## src/rtl/dds_sequencer.sv

```systemverilog
// dds_sequencer: coefficient holder and sample pacer in front of the sine
// oscillator. Host writes land in a shadow bank; an active bank, copied on
// every LOAD, drives the oscillator so a running tone is never disturbed.
//
// Pulse protocol toward the oscillator: DDSReady is a one-cycle seed strobe
// during which init_1/init_2/DDSMode are already valid and stay stable until
// the next DDSReady; DDSEnable is a one-cycle sample tick, only in RUN and
// never in the same cycle as DDSReady. No back-pressure exists.
module dds_sequencer #(
  parameter int DIV_W = 16,
  parameter int CNT_W = 32
) (
  input  logic        Fg_CLK,
  input  logic        Fg_RESETn,
  input  logic        CfgWrEn,
  input  logic [1:0]  CfgAddr,
  input  logic [31:0] CfgWrData,
  input  logic        Start,
  input  logic        Stop,
  input  logic [2:0]  ModeIn,
  output logic [31:0] init_1,
  output logic [31:0] init_2,
  output logic [2:0]  DDSMode,
  output logic        DDSReady,
  output logic        DDSEnable,
  output logic        Busy
);

  typedef enum logic [1:0] {
    S_IDLE = 2'd0,
    S_LOAD = 2'd1,
    S_RUN  = 2'd2
  } state_t;

  state_t             state_q, state_nxt;

  // Shadow bank (host side)
  logic [31:0]        sh_sin_q, sh_sin_nxt;
  logic [31:0]        sh_cos_q, sh_cos_nxt;
  logic [DIV_W-1:0]   sh_div_q, sh_div_nxt;
  logic [CNT_W-1:0]   sh_rsn_q, sh_rsn_nxt;

  // Active pacing parameters (coefficients live directly in init_1/init_2)
  logic [DIV_W-1:0]   act_div_q, act_div_nxt;
  logic [CNT_W-1:0]   act_rsn_q, act_rsn_nxt;
  logic [31:0]        init_1_nxt, init_2_nxt;
  logic [2:0]         mode_nxt;

  logic [DIV_W-1:0]   div_cnt_q, div_cnt_nxt;
  logic [CNT_W-1:0]   samp_cnt_q, samp_cnt_nxt;

  logic               tick;
  logic [CNT_W-1:0]   samp_inc;
  logic               resync_hit;
  logic               enable_nxt;

  // Next-state, shadow/active bank updates and pre-computed registered outputs
  always_comb begin
    sh_sin_nxt   = sh_sin_q;
    sh_cos_nxt   = sh_cos_q;
    sh_div_nxt   = sh_div_q;
    sh_rsn_nxt   = sh_rsn_q;
    state_nxt    = state_q;
    act_div_nxt  = act_div_q;
    act_rsn_nxt  = act_rsn_q;
    init_1_nxt   = init_1;
    init_2_nxt   = init_2;
    mode_nxt     = DDSMode;
    div_cnt_nxt  = div_cnt_q;
    samp_cnt_nxt = samp_cnt_q;

    // A write on the same edge as Start must reach that LOAD, so the active
    // bank copies from the post-write shadow values.
    if (CfgWrEn) begin
      case (CfgAddr)
        2'd0:    sh_sin_nxt = CfgWrData;
        2'd1:    sh_cos_nxt = CfgWrData;
        2'd2:    sh_div_nxt = CfgWrData[DIV_W-1:0];
        default: sh_rsn_nxt = CfgWrData[CNT_W-1:0];
      endcase
    end

    // The current cycle carries a tick exactly when DDSEnable is high.
    tick       = (state_q == S_RUN) && (div_cnt_q == act_div_q);
    samp_inc   = (samp_cnt_q == {CNT_W{1'b1}}) ? samp_cnt_q
                                               : samp_cnt_q + CNT_W'(1);
    resync_hit = tick && (act_rsn_q != '0) && (samp_inc == act_rsn_q);

    if (Stop) begin
      state_nxt = S_IDLE;
    end else if (Start) begin
      state_nxt = S_LOAD;
    end else begin
      case (state_q)
        S_LOAD:  state_nxt = S_RUN;
        S_RUN:   state_nxt = resync_hit ? S_LOAD : S_RUN;
        default: state_nxt = state_q;
      endcase
    end

    if (state_nxt == S_LOAD) begin
      init_1_nxt   = sh_sin_nxt;
      init_2_nxt   = sh_cos_nxt;
      act_div_nxt  = sh_div_nxt;
      act_rsn_nxt  = sh_rsn_nxt;
      mode_nxt     = ModeIn;
      div_cnt_nxt  = '0;
      samp_cnt_nxt = '0;
    end else if (state_q == S_RUN) begin
      div_cnt_nxt  = tick ? '0 : div_cnt_q + DIV_W'(1);
      if (tick) samp_cnt_nxt = samp_inc;
    end

    enable_nxt = (state_nxt == S_RUN) && (div_cnt_nxt == act_div_nxt);
  end

  // State, banks, counters and all outputs; async clear on reset
  always_ff @(posedge Fg_CLK or negedge Fg_RESETn) begin
    if (!Fg_RESETn) begin
      state_q    <= S_IDLE;
      sh_sin_q   <= '0;
      sh_cos_q   <= '0;
      sh_div_q   <= '0;
      sh_rsn_q   <= '0;
      act_div_q  <= '0;
      act_rsn_q  <= '0;
      div_cnt_q  <= '0;
      samp_cnt_q <= '0;
      init_1     <= '0;
      init_2     <= '0;
      DDSMode    <= '0;
      DDSReady   <= 1'b0;
      DDSEnable  <= 1'b0;
      Busy       <= 1'b0;
    end else begin
      state_q    <= state_nxt;
      sh_sin_q   <= sh_sin_nxt;
      sh_cos_q   <= sh_cos_nxt;
      sh_div_q   <= sh_div_nxt;
      sh_rsn_q   <= sh_rsn_nxt;
      act_div_q  <= act_div_nxt;
      act_rsn_q  <= act_rsn_nxt;
      div_cnt_q  <= div_cnt_nxt;
      samp_cnt_q <= samp_cnt_nxt;
      init_1     <= init_1_nxt;
      init_2     <= init_2_nxt;
      DDSMode    <= mode_nxt;
      DDSReady   <= (state_nxt == S_LOAD);
      DDSEnable  <= enable_nxt;
      Busy       <= (state_nxt != S_IDLE);
    end
  end

endmodule

```

## config.mk

```make
export PLATFORM = sky130hd
export DESIGN_NAME = dds_sequencer
export DESIGN_NICKNAME = d
export VERILOG_FILES = /design/src/rtl/dds_sequencer.sv
export SDC_FILE = /design/constraint.sdc
export NUM_CORES = 1
export LEC_CHECK = 0
export CAP_MARGIN = 30
export CORE_ASPECT_RATIO = 1.5
export CORE_UTILIZATION = 50
export DETAILED_ROUTE_END_ITERATION = 7
export PLACE_DENSITY = 0.73
export SLEW_MARGIN = 15
export SYNTH_ARGS = -nofsm -noshare
export SYNTH_HDL_FRONTEND = slang
export SYNTH_SLANG_ARGS = --single-unit
export TNS_END_PERCENT = 1
```

## constraint.sdc

```tcl
create_clock -name Fg_CLK -period 3.3 [get_ports Fg_CLK]
set_input_delay 0.33 -clock Fg_CLK [delete_from_list [all_inputs] [get_ports Fg_CLK]]
set_output_delay 0.33 -clock Fg_CLK [all_outputs]
set_load 0.01 [all_outputs]
```

==> flow_summary.ini, run 1 <==
; yosys + openroad results
[run_status]
outcome = finished, violations left
failed_checks = negative setup slack

[synthesis]
ys_cells = 1040
netlist.area_leader.share = 0.538
yosys.area_share.aoi = 0.0409
synth.cell_area_um2 = 13000
yosys-stat-area_um2 = 13000
ff_type = dfrtp_1
synth.largest_area_cell = dfrtp_1
yosysUniqueCellTypes = 61
logic_family = multiplexers
simple_gate_area_frac = 0.108
top_cells_by_area = dfrtp_1 (54%), mux2_2 (10%), mux2_1 (9.3%)
yosys_warnings = 0
fa_ha_area_frac = 0.00384
ys_seq_frac = 0.538
synthCells = 1040
synthArstFlopShare = 1.00
edf_count = 0
ys_top_cells_by_count = dfrtp_1 (280), mux2_2 (120), mux2_1 (108), xnor2_1 (61), nor2_1 (58)

[detailed_routing]
drt_first_pass_iters = 5
route.vias.total = 9006
drt_iter0_markers = 514
drt-wirelength-per-cell_um = 21.3
drt_wl_total_um = 34200
ant_nets = 0

[global_routing]
grt_overflow = 0
grt_max_degree = 72

[setup_path]
arrival_ps = 3880
crit_end = init_2[16]$_DFFE_PN0P_
criticalPathCategory = flop to flop
worstSetupEndpointType = flop
crit_cells = 13
worst_path_most_repeated_cell = nand4_1
cp-start-kind = flop
worst-path-buf-inv = 3
reg2reg_from = samp_cnt_q[12]$_DFFE_PN0P_
path_cells = nand4_1 -> nor3_1 -> buf_4 -> o22ai_1 -> a2111oi_1 -> nand4_1 -> nor4_4 -> nand4_1 -> a21o_1 -> nor2_4 -> buf_12 -> buf_12 -> mux2_1
cpMaxStageDelayCell = dfrtp_1
cp_max_fo = 18
slowest_delay_ps = 430
regToRegSetupSlack_ps = -150
crit_required_ps = 3730

[die]
rows = 72
die_w_um = 134
io_pins = 112
die_y_um = 200
floorplan.core_util = 0.507
core-area_um2 = 25700

[finish]
mostFrequentLayoutCells = dfrtp_1 (280), mux2_2 (115), buf_4 (113)
final_util = 0.638
nets = 1300
layout_top_cell = dfrtp_1
fillers = 1997

[hold_path]
hold_path.class = input pin to async pin

[clock_network]
cts_tree = built
clk_latency_ps = 560
post-cts-setup-buffers = 0
clkSinkCount = 280
cts-root-buf = clkbuf_16
numCtsBuffers = 27
htreeDepth = 1

[timing]
max_freq_mhz = 290
slew_violations = 0
setup_ws_ps = -151
finalCriticalPeriod_ps = 3450
grt_setup_unrepaired = yes
finalSetupViolCount = 115
relSlewSlack = 0.585

[power]
power_density_nw_per_um2 = 631
p_total_mw = 10.3
leakagePower_nw = 6.96

[flow_run]
maxCapViolations = 0
log.warning_count = 30

[place]
hpwl_um = 25000
place_area_um2 = 15300
## run 1: worst reg2reg max path, delay by kind of cell (launching register included)
kind	cells	cell delay [ps]
muxes	1	350
AOI/OAI and AO/OA	3	720
buffers and inverters	3	510
and+or+nand+nor	6	1320
DFF	1	430
## run 1: through the flow
step / worst slack (ps) / instances / hold slack, ps
6_report: -151 / 1606 / 324
4_1_cts: -167 / 1605 / 331
3_5_place_dp: -282 / 1557 / 321
2_1_floorplan: -0.745 / 1040 / 34.4
5_1_grt: -352 / 1605 / 382
3_3_place_gp: -141 / 1557 / 319
## run 1: per-layer routing
| metal | global-route usage | share of wire | up-vias |
|---|---|---|---|
| met2 | 0.475 | 0.53 | 229 |
| li1 | - | - | 4147 |
| met3 | 0.0259 | 0.029 | 111 |
| met5 | 0 | 0 | - |
| met1 | 0.293 | 0.38 | 4519 |
| met4 | 0.155 | 0.058 | 0 |
## run 1: cell type report
class | count | area (um2) | share of cell area
clock inverter | 11 | 130 | 0.00794
clock buffer | 36 | 759 | 0.0464
antenna | 1 | 2.50 | 0.000153
timing repair buffer | 238 | 2220 | 0.135
sequential | 280 | 7010 | 0.428
multi-input combinational | 695 | 5810 | 0.355
tap | 333 | 417 | 0.0254
inverter | 12 | 45.0 | 0.00275
## run 1: power breakdown
group / total (mW) / switching (mW) / internal, mW
registers: 4.66 / 0.506 / 4.16
logic: 2.57 / 1.11 / 1.45
clock network: 3.11 / 1.33 / 1.78
total: 10.3 / 2.95 / 7.39
## run 1: what timing repair did
item                                   4_1_cts  5_1_grt
endpoints found under the hold margin       66        0
hold buffers                                 1        0
pin swaps                                    2        2
resized                                      8       48
setup endpoints to repair                  145      165
**Run 1: supply network**

Bar = 50 um. Pins as bars on the die edge.
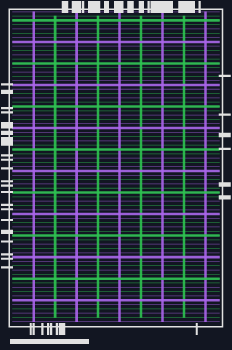
- green: VDD
- purple: VSS
- met4 straps: 9
- rows: 72

**Run 1: placement by cell class**

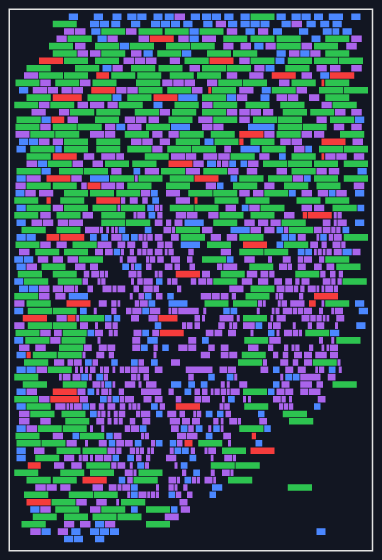
- red: clock drivers and dummy loads (cells 47; share of their area 5.6%)
- purple: remaining logic cells (cells 707; share of their area 37%)
- blue: remaining buffers and delay cells (cells 238; share of their area 14%)
- green: sequential cells (cells 280; share of their area 44%)

**Run 1: clock distribution**

Bar = 50 um.
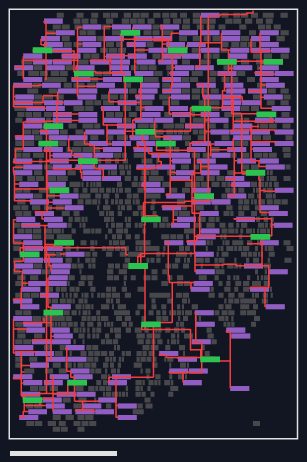
- purple: flip-flops (count 280)
- red: clock wires (length 3,190 um)
- green: clock-net drivers (count 27)
- routed clock nets: 28
- flops lie: spread over the die

## Run 2: what changed since run 1
--- a/config.mk
+++ b/config.mk
@@ -9,7 +9,7 @@
 export CORE_ASPECT_RATIO = 1.5
 export CORE_UTILIZATION = 50
 export DETAILED_ROUTE_END_ITERATION = 7
-export PLACE_DENSITY = 0.73
+export PLACE_DENSITY = 0.71
 export SLEW_MARGIN = 15
 export SYNTH_ARGS = -nofsm -noshare
 export SYNTH_HDL_FRONTEND = slang
==> constraint.sdc (replaced) <==
create_clock -name Fg_CLK -period 4.3 [get_ports Fg_CLK]
set_input_delay 0.43 -clock Fg_CLK [delete_from_list [all_inputs] [get_ports Fg_CLK]]
set_output_delay 0.43 -clock Fg_CLK [all_outputs]
set_load 0.01 [all_outputs]
==> run 2 against run 1 <==
The flow now finishes without violations. Via count down 5.0%. Register-to-register slack better by 380 ps. Worst hold slack better by 160 ps. Utilization down 3.7 points.
==> flow_summary.ini, run 2 <==
; yosys + openroad results
[clock_network]
cts_tree = built
post-cts-setup-buffers = 0
numCtsBuffers = 27
cts-root-buf = clkbuf_16
clkSinkCount = 280
htreeDepth = 1

[power]
power.share.sequential = 0.466
p_int_mw = 5.56
power.share.clock = 0.309
power_density_nw_per_um2 = 499
switching_share = 0.278
p_comb_frac = 0.225
switching_power_mw = 2.14
leakagePower_nw = 6.33
p_total_mw = 7.70

[setup_path]
regToRegSetupSlack_ps = 230
cp-start-kind = flop
cpMaxStageDelayCell = or4_1
worstSetupEndpointType = flop
worst_path_most_repeated_cell = and4_1
cp_max_fo = 17
slowest_delay_ps = 520
path_cells = ha_1 -> and4_1 -> and3_1 -> o21ai_1 -> or4_1 -> a2111oi_0 -> and4_1 -> nand4_1 -> a21o_1 -> nor2_4 -> buf_12 -> buf_4 -> mux2_1

[place]
place_area_um2 = 14500
post-place-ws_ps = 147
placed_cells = 1466
hpwl_um = 22300

[global_routing]
use_met3 = 0.0279
grtUsageMet1 = 0.315
grt_busiest_layer = met2
grt_max_degree = 117
grt.met2_usage = 0.405

[finish]
seq_share = 0.454
clkCellAreaFrac = 0.0571
flops = 280
mostFrequentLayoutCells = dfrtp_1 (280), mux2_2 (120), clkdlybuf4s50_1 (110)
antennaDiodeCount = 0
buffers = 147
flop_area_um2 = 7010
clkbuf_count = 37
layout_top_cell = dfrtp_1
largestClassByArea = sequential cells
comb_cells = 695
bufAreaShareNonClock = 0.0964
stdcell_count = 1513
logic_area_um2 = 5600
nonClockInverterCount = 12
fillers = 2116
comb_area_frac = 0.363

[die]
io_pins = 112
rows = 72
core-area_um2 = 25700
die_y_um = 200

[run_status]
outcome = completed

[timing]
finalSetupViolCount = 0
max_freq_mhz = 245
relSlewSlack = 0.398
setup_ws_ps = 226
grt_setup_unrepaired = no
slew_violations = 0
timing.hold.ws_ps = 485

[synthesis]
ys_cells = 1040
yosysUniqueCellTypes = 61
synth.largest_area_cell = dfrtp_1
ys_top_cells_by_count = dfrtp_1 (280), mux2_2 (120), mux2_1 (108), xnor2_1 (61), nor2_1 (58)
yosys_warnings = 0
ys_seq_frac = 0.538
yosys.area_share.aoi = 0.0409
fa_ha_area_frac = 0.00384
synth.cell_area_um2 = 13000
yosys-stat-area_um2 = 13000
synthArstFlopShare = 1.00
logic_family = multiplexers
ff_type = dfrtp_1

[detailed_routing]
top_layer = met4
drt-wirelength-per-cell_um = 20.5
met1Wirelength_um = 13300
dr_wl_met2_um = 15300
wl_met3_um = 1240
drt_first_pass_iters = 4

[flow_run]
log.warning_count = 29
maxCapViolations = 0

[hold_path]
hold_path.class = flop to flop
==> run 2: cell count changes in the layout (fill, tap and decap cells not counted), moves of 3 or more <==
| cell | before | now |
|---|---|---|
| mux2_4 | 26 | 0 |
| clkbuf_1 | 4 | 7 |
| and4_4 | 3 | 0 |
| a2111oi_0 | 1 | 4 |
| and4_1 | 5 | 9 |
| nor4_1 | 13 | 16 |
| buf_6 | 3 | 0 |
| buf_4 | 113 | 27 |
| mux2_1 | 87 | 108 |
| mux2_2 | 115 | 120 |
==> run 2: power groups by stage <==
stage	Combinational [mW]	Sequential, mW	Clock [mW]
global placement	1.71	3.61	0
finish	1.74	3.58	2.38
global route	1.88	3.65	2.53
detailed placement	1.74	3.62	0
floorplan	0.891	3.59	0
CTS	1.76	3.59	2.44
==> run 2: repair_timing <==
action,4_1_cts,5_1_grt
resized,0,2
endpoints found under the hold margin,53,0
endpoints found under the setup margin,0,123
hold buffers,1,0
==> run 2: logic make-up after synthesis <==
group | after synthesis
xor gates and xnor gates | 107
and+or+nand+nor | 270
buffers and inverters | 65
adders and majority gates | 4
DFF | 280
AOI/OAI and AO/OA | 77
muxes | 237
==> run 2: final timing paths <==
path	start	to	cells after the start
worst max-delay path	samp_cnt_q[0]$_DFFE_PN0P_	act_rsn_q[12]$_DFFE_PN0P_	13
worst min-delay path	init_1[23]$_DFFE_PN0P_	init_1[23]$_DFFE_PN0P_	1
worst max register to register	samp_cnt_q[0]$_DFFE_PN0P_	act_rsn_q[12]$_DFFE_PN0P_	13
worst min register to register	init_1[23]$_DFFE_PN0P_	init_1[23]$_DFFE_PN0P_	1
max in group asynchronous	Fg_RESETn	samp_cnt_q[14]$_DFFE_PN0P_	3
min in group asynchronous	Fg_RESETn	sh_sin_q[15]$_DFF_PN0_	2
**Run 2: supply network**

Bar = 50 um. Pins as bars on the die edge.
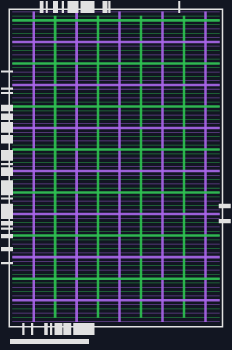
- purple: VSS
- green: VDD
- signal pins: 112
- met5 straps: 14

**Run 2: placement by cell class**

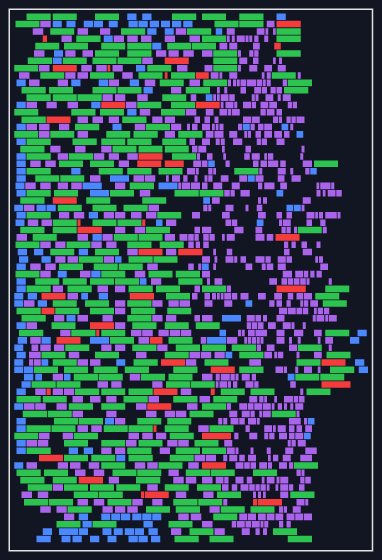
- green: sequential cells (cells 280; share of their area 47%)
- red: clock drivers and dummy loads (cells 46; share of their area 5.9%)
- purple: remaining logic cells (cells 707; share of their area 38%)
- blue: remaining buffers and delay cells (cells 147; share of their area 9.9%)

**Run 2: metal layers overlaid**

Bar = 50 um.
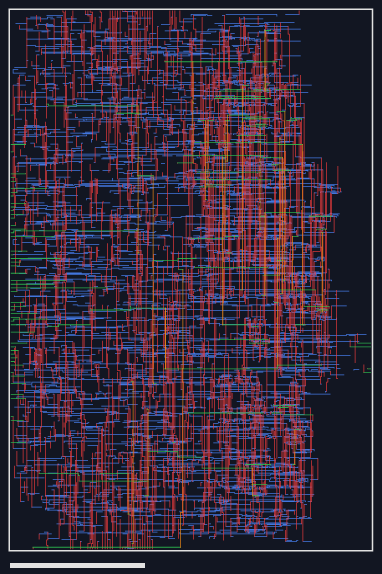
- red: M2 (wire length 15,300 um)
- blue: M1 (wire length 13,300 um)
- green: M3 (wire length 1,240 um)
- orange: M4 (wire length 1,090 um)

Power is estimated from default activity; no workload was simulated.
